==> src/rtl/pacman_pkg.sv <==
// Shared encodings, default geometry and mask shapes for the PAC-MAN display path.
package pacman_pkg;

   typedef enum logic [1:0] {
      CELL_EMPTY = 2'b00,
      CELL_DOT   = 2'b01,
      CELL_BIG   = 2'b10,
      CELL_WALL  = 2'b11
   } cell_e;

   typedef enum logic [1:0] {
      MASK_PLAYER,
      MASK_GHOST,
      MASK_DOT,
      MASK_BIG
   } mask_kind_e;

   localparam int DEF_TILE_SIZE   = 20;
   localparam int DEF_TILE_COLS   = 28;
   localparam int DEF_TILE_ROWS   = 31;
   localparam int DEF_NUM_SPRITES = 5;
   localparam int DEF_COORD_W     = 10;
   localparam int DEF_COLOR_W     = 4;
   localparam int DEF_BLINK_BIT   = 4;

   localparam logic [3:0] DBG_R = 4'h7;
   localparam logic [3:0] DBG_G = 4'h4;
   localparam logic [3:0] DBG_B = 4'hF;

   // Player has a transparent one-pixel border, ghost has a skirt with gaps
   // on odd columns of its bottom row, dots are centred squares.
   function automatic logic maskPixel(input mask_kind_e kind, input int size,
                                      input int row, input int col);
      case (kind)
         MASK_PLAYER: return (row > 0) && (row < size - 1) && (col > 0) && (col < size - 1);
         MASK_GHOST:  return (row < size - 1) || ((col % 2) == 0);
         MASK_DOT:    return (row >= size / 2 - 2) && (row <= size / 2 + 1) &&
                             (col >= size / 2 - 2) && (col <= size / 2 + 1);
         default:     return (row >= size / 2 - 5) && (row <= size / 2 + 4) &&
                             (col >= size / 2 - 5) && (col <= size / 2 + 4);
      endcase
   endfunction

endpackage

==> src/rtl/sprite_mask_rom.sv <==
// Constant pixel masks: one read port per sprite plus a shared tile port for dot shapes.
module sprite_mask_rom
   import pacman_pkg::*;
#(
   parameter int TILE_SIZE   = DEF_TILE_SIZE,
   parameter int NUM_SPRITES = DEF_NUM_SPRITES,
   parameter int OFF_W       = $clog2(TILE_SIZE)
)(
   input  logic [NUM_SPRITES*OFF_W-1:0] i_sprOffX,
   input  logic [NUM_SPRITES*OFF_W-1:0] i_sprOffY,
   input  logic [OFF_W-1:0]             i_tileOffX,
   input  logic [OFF_W-1:0]             i_tileOffY,
   output logic [NUM_SPRITES-1:0]       o_sprBit,
   output logic                         o_dotBit,
   output logic                         o_bigBit
);

   localparam int MASK_BITS = TILE_SIZE * TILE_SIZE;
   localparam int IDX_W     = $clog2(MASK_BITS);

   function automatic logic [MASK_BITS-1:0] buildMask(input mask_kind_e kind);
      logic [MASK_BITS-1:0] m;
      m = '0;
      for (int row = 0; row < TILE_SIZE; row++) begin
         for (int col = 0; col < TILE_SIZE; col++) begin
            m = m | (MASK_BITS'(maskPixel(kind, TILE_SIZE, row, col)) << (row * TILE_SIZE + col));
         end
      end
      return m;
   endfunction

   function automatic logic [IDX_W-1:0] bitIndex(input logic [OFF_W-1:0] row,
                                                 input logic [OFF_W-1:0] col);
      return IDX_W'(row) * IDX_W'(TILE_SIZE) + IDX_W'(col);
   endfunction

   localparam logic [MASK_BITS-1:0] PLAYER_MASK = buildMask(MASK_PLAYER);
   localparam logic [MASK_BITS-1:0] GHOST_MASK  = buildMask(MASK_GHOST);
   localparam logic [MASK_BITS-1:0] DOT_MASK    = buildMask(MASK_DOT);
   localparam logic [MASK_BITS-1:0] BIG_MASK    = buildMask(MASK_BIG);

   always_comb begin
      o_sprBit = '0;
      for (int i = 0; i < NUM_SPRITES; i++) begin
         if (i == 0)
            o_sprBit[i] = PLAYER_MASK[bitIndex(i_sprOffY[i*OFF_W +: OFF_W], i_sprOffX[i*OFF_W +: OFF_W])];
         else
            o_sprBit[i] = GHOST_MASK[bitIndex(i_sprOffY[i*OFF_W +: OFF_W], i_sprOffX[i*OFF_W +: OFF_W])];
      end
   end

   assign o_dotBit = DOT_MASK[bitIndex(i_tileOffY, i_tileOffX)];
   assign o_bigBit = BIG_MASK[bitIndex(i_tileOffY, i_tileOffX)];

endmodule

==> src/rtl/tile_sprite_compositor.sv <==
// Three-stage tile/sprite pixel compositor: S0 tile lookup, S1 map read and sprite hits,
// S2 priority colour select. Sprite state is latched once per frame to avoid tearing.
module tile_sprite_compositor
   import pacman_pkg::*;
#(
   parameter int TILE_SIZE   = DEF_TILE_SIZE,
   parameter int TILE_COLS   = DEF_TILE_COLS,
   parameter int TILE_ROWS   = DEF_TILE_ROWS,
   parameter int NUM_SPRITES = DEF_NUM_SPRITES,
   parameter int COORD_W     = DEF_COORD_W,
   parameter int COLOR_W     = DEF_COLOR_W,
   parameter int BLINK_BIT   = DEF_BLINK_BIT
)(
   input  logic                                  clk,
   input  logic                                  rst_n,
   input  logic                                  pix_valid,
   input  logic [COORD_W-1:0]                    pix_x,
   input  logic [COORD_W-1:0]                    pix_y,
   input  logic                                  de,
   input  logic                                  frame_start,
   input  logic                                  playing,
   input  logic                                  blink_en,
   input  logic [NUM_SPRITES*COORD_W-1:0]        spr_x,
   input  logic [NUM_SPRITES*COORD_W-1:0]        spr_y,
   input  logic [NUM_SPRITES-1:0]                spr_en,
   input  logic [NUM_SPRITES*3*COLOR_W-1:0]      spr_rgb,
   output logic [$clog2(TILE_COLS*TILE_ROWS)-1:0] map_addr,
   input  logic [1:0]                            map_cell,
   output logic                                  rgb_valid,
   output logic [COLOR_W-1:0]                    r,
   output logic [COLOR_W-1:0]                    g,
   output logic [COLOR_W-1:0]                    b
);

   localparam int ADDR_W = $clog2(TILE_COLS * TILE_ROWS);
   localparam int OFF_W  = $clog2(TILE_SIZE);
   localparam int RGB_W  = 3 * COLOR_W;

   localparam logic [COORD_W-1:0] TS_C   = COORD_W'(TILE_SIZE);
   localparam logic [COORD_W:0]   TS_E   = (COORD_W + 1)'(TILE_SIZE);
   localparam logic [COORD_W-1:0] COLS_C = COORD_W'(TILE_COLS);
   localparam logic [COORD_W-1:0] ROWS_C = COORD_W'(TILE_ROWS);
   localparam logic [ADDR_W-1:0]  COLS_A = ADDR_W'(TILE_COLS);

   // Keeps the top bits of a 4-bit debug channel, zero-extending on wider channels.
   function automatic logic [COLOR_W-1:0] scaleColor(input logic [3:0] c);
      return COLOR_W'(({c, {COLOR_W{1'b0}}}) >> 4);
   endfunction

   localparam logic [RGB_W-1:0] DEBUG_RGB = {scaleColor(DBG_R), scaleColor(DBG_G), scaleColor(DBG_B)};
   localparam logic [RGB_W-1:0] WALL_RGB  = {{(2*COLOR_W){1'b0}}, {COLOR_W{1'b1}}};
   localparam logic [RGB_W-1:0] WHITE_RGB = {RGB_W{1'b1}};

   logic [NUM_SPRITES*COORD_W-1:0]   r_shX;
   logic [NUM_SPRITES*COORD_W-1:0]   r_shY;
   logic [NUM_SPRITES-1:0]           r_shEn;
   logic [NUM_SPRITES*RGB_W-1:0]     r_shRgb;
   logic [7:0]                       r_frameCnt;

   logic [COORD_W-1:0]               w_tileCol;
   logic [COORD_W-1:0]               w_tileRow;
   logic                             w_inMap;

   logic                             r0Valid;
   logic                             r0De;
   logic                             r0Playing;
   logic                             r0InMap;
   logic [COORD_W-1:0]               r0X;
   logic [COORD_W-1:0]               r0Y;
   logic [OFF_W-1:0]                 r0OffX;
   logic [OFF_W-1:0]                 r0OffY;

   logic [NUM_SPRITES-1:0]           w_hit;
   logic [NUM_SPRITES*OFF_W-1:0]     w_sprOffX;
   logic [NUM_SPRITES*OFF_W-1:0]     w_sprOffY;
   logic [NUM_SPRITES-1:0]           w_sprMaskBit;
   logic                             w_dotBit;
   logic                             w_bigBit;
   logic                             w_sprWin;
   logic [RGB_W-1:0]                 w_sprWinRgb;

   logic                             r1Valid;
   logic                             r1De;
   logic                             r1Playing;
   cell_e                            r1Cell;
   logic                             r1DotBit;
   logic                             r1BigBit;
   logic                             r1SprWin;
   logic [RGB_W-1:0]                 r1SprRgb;

   logic                             w_blinkOff;
   logic [RGB_W-1:0]                 w_pixRgb;

   // Sprite state only moves at frame boundaries; a pixel in S1 during the
   // frame_start cycle still sees the old values.
   always_ff @(posedge clk or negedge rst_n) begin
      if (!rst_n) begin
         r_shX      <= '0;
         r_shY      <= '0;
         r_shEn     <= '0;
         r_shRgb    <= '0;
         r_frameCnt <= '0;
      end else if (frame_start) begin
         r_shX      <= spr_x;
         r_shY      <= spr_y;
         r_shEn     <= spr_en;
         r_shRgb    <= spr_rgb;
         r_frameCnt <= r_frameCnt + 8'd1;
      end
   end

   assign w_tileCol = pix_x / TS_C;
   assign w_tileRow = pix_y / TS_C;
   assign w_inMap   = (w_tileCol < COLS_C) && (w_tileRow < ROWS_C);

   always_ff @(posedge clk or negedge rst_n) begin
      if (!rst_n) begin
         r0Valid   <= 1'b0;
         r0De      <= 1'b0;
         r0Playing <= 1'b0;
         r0InMap   <= 1'b0;
         r0X       <= '0;
         r0Y       <= '0;
         r0OffX    <= '0;
         r0OffY    <= '0;
         map_addr  <= '0;
      end else begin
         r0Valid   <= pix_valid;
         r0De      <= de;
         r0Playing <= playing;
         r0InMap   <= w_inMap;
         r0X       <= pix_x;
         r0Y       <= pix_y;
         r0OffX    <= OFF_W'(pix_x % TS_C);
         r0OffY    <= OFF_W'(pix_y % TS_C);
         map_addr  <= w_inMap ? (ADDR_W'(w_tileRow) * COLS_A + ADDR_W'(w_tileCol)) : '0;
      end
   end

   // Bounds are compared one bit wider so a sprite near the right/bottom edge
   // cannot wrap around and claim pixels on the opposite side.
   always_comb begin
      w_hit     = '0;
      w_sprOffX = '0;
      w_sprOffY = '0;
      for (int i = 0; i < NUM_SPRITES; i++) begin
         w_hit[i] = r_shEn[i] &&
                    ({1'b0, r0X} >= {1'b0, r_shX[i*COORD_W +: COORD_W]}) &&
                    ({1'b0, r0X} <  ({1'b0, r_shX[i*COORD_W +: COORD_W]} + TS_E)) &&
                    ({1'b0, r0Y} >= {1'b0, r_shY[i*COORD_W +: COORD_W]}) &&
                    ({1'b0, r0Y} <  ({1'b0, r_shY[i*COORD_W +: COORD_W]} + TS_E));
         w_sprOffX[i*OFF_W +: OFF_W] = OFF_W'(r0X - r_shX[i*COORD_W +: COORD_W]);
         w_sprOffY[i*OFF_W +: OFF_W] = OFF_W'(r0Y - r_shY[i*COORD_W +: COORD_W]);
      end
   end

   sprite_mask_rom #(
      .TILE_SIZE   (TILE_SIZE),
      .NUM_SPRITES (NUM_SPRITES),
      .OFF_W       (OFF_W)
   ) u_maskRom (
      .i_sprOffX  (w_sprOffX),
      .i_sprOffY  (w_sprOffY),
      .i_tileOffX (r0OffX),
      .i_tileOffY (r0OffY),
      .o_sprBit   (w_sprMaskBit),
      .o_dotBit   (w_dotBit),
      .o_bigBit   (w_bigBit)
   );

   // Walking from the highest index down leaves the lowest visible sprite as winner.
   always_comb begin
      w_sprWin    = 1'b0;
      w_sprWinRgb = '0;
      for (int i = NUM_SPRITES - 1; i >= 0; i--) begin
         if (w_hit[i] && w_sprMaskBit[i]) begin
            w_sprWin    = 1'b1;
            w_sprWinRgb = r_shRgb[i*RGB_W +: RGB_W];
         end
      end
   end

   always_ff @(posedge clk or negedge rst_n) begin
      if (!rst_n) begin
         r1Valid   <= 1'b0;
         r1De      <= 1'b0;
         r1Playing <= 1'b0;
         r1Cell    <= CELL_EMPTY;
         r1DotBit  <= 1'b0;
         r1BigBit  <= 1'b0;
         r1SprWin  <= 1'b0;
         r1SprRgb  <= '0;
      end else begin
         r1Valid   <= r0Valid;
         r1De      <= r0De;
         r1Playing <= r0Playing;
         r1Cell    <= r0InMap ? cell_e'(map_cell) : CELL_EMPTY;
         r1DotBit  <= w_dotBit;
         r1BigBit  <= w_bigBit;
         r1SprWin  <= w_sprWin;
         r1SprRgb  <= w_sprWinRgb;
      end
   end

   assign w_blinkOff = ((r_frameCnt >> BLINK_BIT) & 8'd1) != 8'd0;

   always_comb begin
      w_pixRgb = '0;
      if (!r1De)
         w_pixRgb = '0;
      else if (!r1Playing)
         w_pixRgb = DEBUG_RGB;
      else if (r1Cell == CELL_WALL)
         w_pixRgb = WALL_RGB;
      else if (r1SprWin)
         w_pixRgb = r1SprRgb;
      else if ((r1Cell == CELL_DOT) && r1DotBit)
         w_pixRgb = WHITE_RGB;
      else if ((r1Cell == CELL_BIG) && r1BigBit && (!blink_en || !w_blinkOff))
         w_pixRgb = WHITE_RGB;
   end

   always_ff @(posedge clk or negedge rst_n) begin
      if (!rst_n) begin
         rgb_valid <= 1'b0;
         r         <= '0;
         g         <= '0;
         b         <= '0;
      end else begin
         rgb_valid <= r1Valid;
         {r, g, b} <= r1Valid ? w_pixRgb : '0;
      end
   end

endmodule

==> config.mk <==
export PLATFORM = sky130hd
export DESIGN_NAME = tile_sprite_compositor
export DESIGN_NICKNAME = d
export VERILOG_FILES = /design/src/rtl/pacman_pkg.sv /design/src/rtl/sprite_mask_rom.sv /design/src/rtl/tile_sprite_compositor.sv
export SDC_FILE = /design/constraint.sdc
export NUM_CORES = 1
export LEC_CHECK = 0
export CAP_MARGIN = 40
export CORE_ASPECT_RATIO = 1.75
export CORE_MARGIN = 5
export CORE_UTILIZATION = 55
export CTS_CLUSTER_DIAMETER = 40
export DETAILED_ROUTE_END_ITERATION = 10
export MAX_ROUTING_LAYER = met4
export PLACE_DENSITY = 0.88
export SLEW_MARGIN = 25
export SYNTH_ARGS = -nofsm -noshare
export SYNTH_HDL_FRONTEND = slang
export SYNTH_SLANG_ARGS = --single-unit
==> constraint.sdc <==
create_clock -name clk -period 5.1 [get_ports clk]
set_input_delay 0.51 -clock clk [delete_from_list [all_inputs] [get_ports clk]]
set_output_delay 0.51 -clock clk [all_outputs]
set_load 0.03 [all_outputs]
**M3 wires**

(2 px per micron)
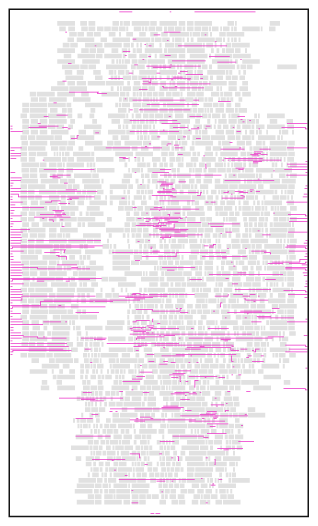
wire length on this layer = 3880 microns
share of all routed wire = 7.0%
main direction = horizontal
nets with wire on the layer = 340
M3 GR Usage: 5.35%
via count of the routed design: 16316
Post-Route WL: 55.1 mm

**Met2 routing**

(2 px per micron)
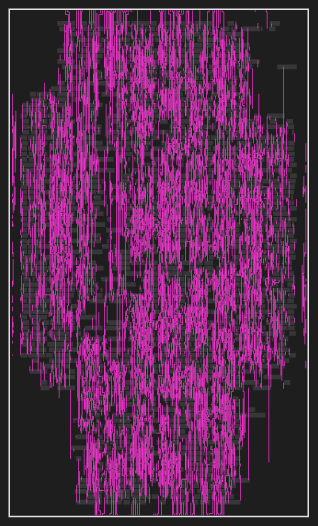
share of all routed wire = 50%
main direction = vertical

**Congestion heat map**

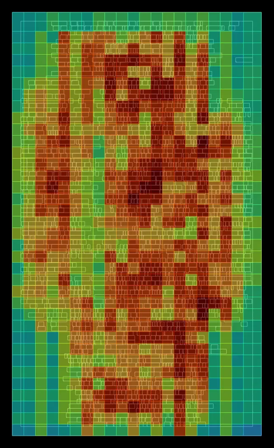
WL per Instance: 20.5 microns
Util after Layout: 68.0%

**Signal metal coverage by tile**

(2 px per micron) 15 x 25 tiles, from dark blue (low) to red (high), scaled to the fullest tile. Values are wire area over tile area, all layers added.
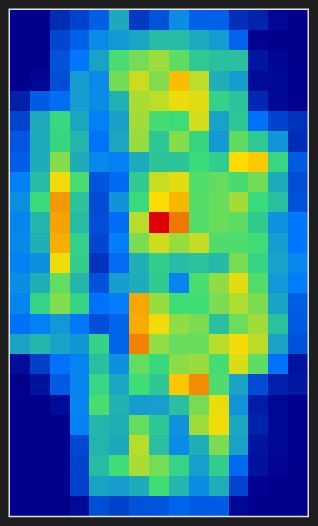
densest ninth of the die = center
nearly empty tiles = 14%
fullest tile = 0.73
emptiest ninth of the die = south-west
mean over tiles = 0.25

==> reports/summary.txt <==
final hold slack = 0.346 ns
via/cell ratio = 6.07
Top logic family = adder cells
crit path to = r1SprWin
Comb gates = 1488
ys flops = 243
Adders+Majority by Area = 20.3%
Post-DP Area = 21500 sq um
Critical Path RT = 5.56 ns
Mapped Nets = 2436
Max Freq = 0.201 GHz
Hold Path Sink = r1Playing
Post-DP HPWL = 42.0 mm
total power = 0.00860 W
crit share post-route = 97.7%
Layout clock buffers = 38
# port buffers = 216
status = finished, final reports clean
area share of the leading cell type in the synthesized netlist = 32.8%
# hold bufs at CTS = 0
Syn. warnings = 0
Die Size = 37600 sq um
largest net degree at the start of global routing = 137
Clock Latency Late Sink = 0.59 ns
maximum VDD drop = 0.323 mV
number of synthesized flops with an enable pin = 0
H-tree Lvls = 1
register area = 6080 sq um
floorplan utilization = 55.3%
clk sinks = 243
ant diodes = 3
Reg-to-Reg Start = r0OffY[0]
Logic cell area = 11700 sq um
Die Y = 253 microns
Slew Limit Fails = 0
top cells by count, synth = ha_1 (258), dfrtp_1 (243), o21ai_0 (187)
CTS Root Cell = clkbuf_16
Synth cell types = 79
[critical path: stages (launching register included)]
cell       delay [ns]
dfrtp_1          0.43
inv_2            0.14
ha_1             0.18
inv_1            0.06
fa_1             0.41
a21o_1           0.21
a21oi_2          0.22
xnor2_2          0.17
ha_1             0.32
fa_1             0.66
nand2_1          0.13
o31ai_1          0.22
a2bb2oi_1        0.10
o22ai_1          0.21
xor2_2           0.26
nor4b_4          0.30
nor4_4           0.10
o21bai_4         0.27
or4b_1           0.48
[where the power goes]
| group | switching [W] | internal, W | leakage [nW] |
|---|---|---|---|
| logic | 0.00223 | 0.00178 | 6.84 |
| clock network | 0.000939 | 0.00130 | 0.511 |
| registers | 0.000195 | 0.00216 | 2.96 |
Power figures rest on the tool's default switching activity, not on a simulated workload.
